==> images/sizing.png <==
Bar = 20 um.
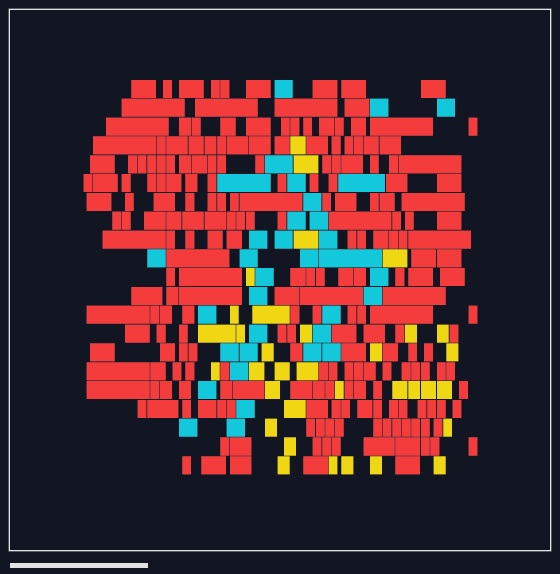
==> images/class_map.png <==
Bar = 20 um.
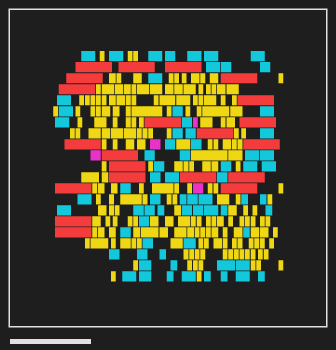
==> config.mk <==
export PLATFORM = sky130hd
export DESIGN_NAME = hazard_controller_flat
export DESIGN_NICKNAME = d
export VERILOG_FILES = /design/src/rtl/hazard_pkg.sv /design/src/rtl/hazard_controller_if.sv /design/src/rtl/hazard_loaduse_detect.sv /design/src/rtl/hazard_controller.sv /design/src/flat_wrapper.sv
export SDC_FILE = /design/constraint.sdc
export NUM_CORES = 1
export LEC_CHECK = 0
export ABC_AREA = 1
export CORE_MARGIN = 10
export CORE_UTILIZATION = 47
export DETAILED_ROUTE_END_ITERATION = 6
export PLACE_DENSITY = 0.8
export SYNTH_ARGS = -nofsm -noshare
export SYNTH_HDL_FRONTEND = slang
export SYNTH_SLANG_ARGS = --single-unit
export TNS_END_PERCENT = 20
==> constraint.sdc <==
create_clock -name CLOCK -period 2 [get_ports CLOCK]
set_clock_uncertainty 0.05 [all_clocks]
set_input_delay 0.4 -clock CLOCK [delete_from_list [all_inputs] [get_ports CLOCK]]
set_output_delay 0.4 -clock CLOCK [all_outputs]
set_load 0.01 [all_outputs]
==> reports/qor.yml <==
placed_design:
  dp.cells: 331
  post_dp_cell_area_sq_um: 2170
setup_path:
  cpPeakStageDelay_ns: 0.45
  rrSetupSlack_ns: 0.10
  critical_path_buf_inv_count: 3
  crit_top_cell: "nand2_2"
  start_kind: "input pin"
  crit_slowest_cell: "clkdlybuf4s50_1"
  worst_ep_arrival_time_ns: 1.46
clock_tree:
  cts_root_buf: "clkbuf_4"
  cts_made_buffers: 3
  cts_hold_buf: 0
synth:
  ff_type: "dfrtp_1"
  syn-cell-area_sq_um: 1580
  avgSynthCellArea_sq_um: 6.95
  yosysCellCount: 228
  area_leaders: "dfrtp_1, nand2_1, inv_1"
  synth-seq-cells: 21
  ys_async_sr_fraction_pct: 100
final_timing:
  hold_viol: 0
  clock.fmax_ghz: 0.524
  tns_ns: 0
  fin_crit_ns: 1.91
  finalCritPeriodShare_pct: 95.5
layout:
  nNonClkInverters: 32
  diodes: 0
  logic_area_sq_um: 931
  logic_gates: 169
  fin_nets: 325
  regArea_sq_um: 526
  layout_top_cell: "nand2_1"
global_routing:
  grt_remaining_overflow: 0
  grt_pass1_wl_um: 6600
  antenna_found_initial: 0
power_and_ir_drop:
  p_clk_mw: 0.205
  seqPwrFrac_pct: 26.2
run_status:
  outcome: "finished clean"
floorplanning:
  tapCellCount: 46
  die_h_um: 78.1
  chipWidth_um: 78.1
drt:
  postRouteAntennaNets: 0
  wirelength_um: 4030
## Picture notes: sizing.png
x3 and x4 -> cyan  # cells 34
x1 and smaller -> red  # cells 228
x2 -> yellow  # cells 34
worst setup margin: 0.0900 ns
Finished Cell Area: 2230 sq um
Layout area overhead: 40.6%
Buffers excl. clock: 70

## Picture notes: class_map.png
remaining logic cells -> yellow  # cells 201, share of their area 48%
clock drivers and dummy loads -> magenta  # cells 4, share of their area 1.2%
registers -> red  # cells 21, share of their area 24%
remaining buffers and delay cells -> cyan  # cells 70, share of their area 26%
final core utilization: 67.8%
Seq area share: 23.6%
core box area: 3280 sq um
row count: 21

## layer usage
layer | vias up | part of all wire [%] | routed length (um) | GRT usage (%)
met5 | - | 0 | 0 | 0
met4 | 0 | 0.99 | 40 | 3.23
met3 | 4 | 6.2 | 250 | 3.76
met2 | 43 | 48 | 1940 | 21.4
met1 | 717 | 45 | 1790 | 15.5
li1 | 848 | - | - | -
## cell families (layout without fill, tap and decap cells)
family,after synthesis,count (layout),synth area share [%]
adders and majority gates,6,6,4.74
other,1,5,0.237
AOI/OAI and AO/OA,13,13,4.42
and+or+nand+nor,131,131,37.7
buffers and inverters,42,106,12.0
DFF,21,21,33.2
xor gates and xnor gates,14,14,7.74
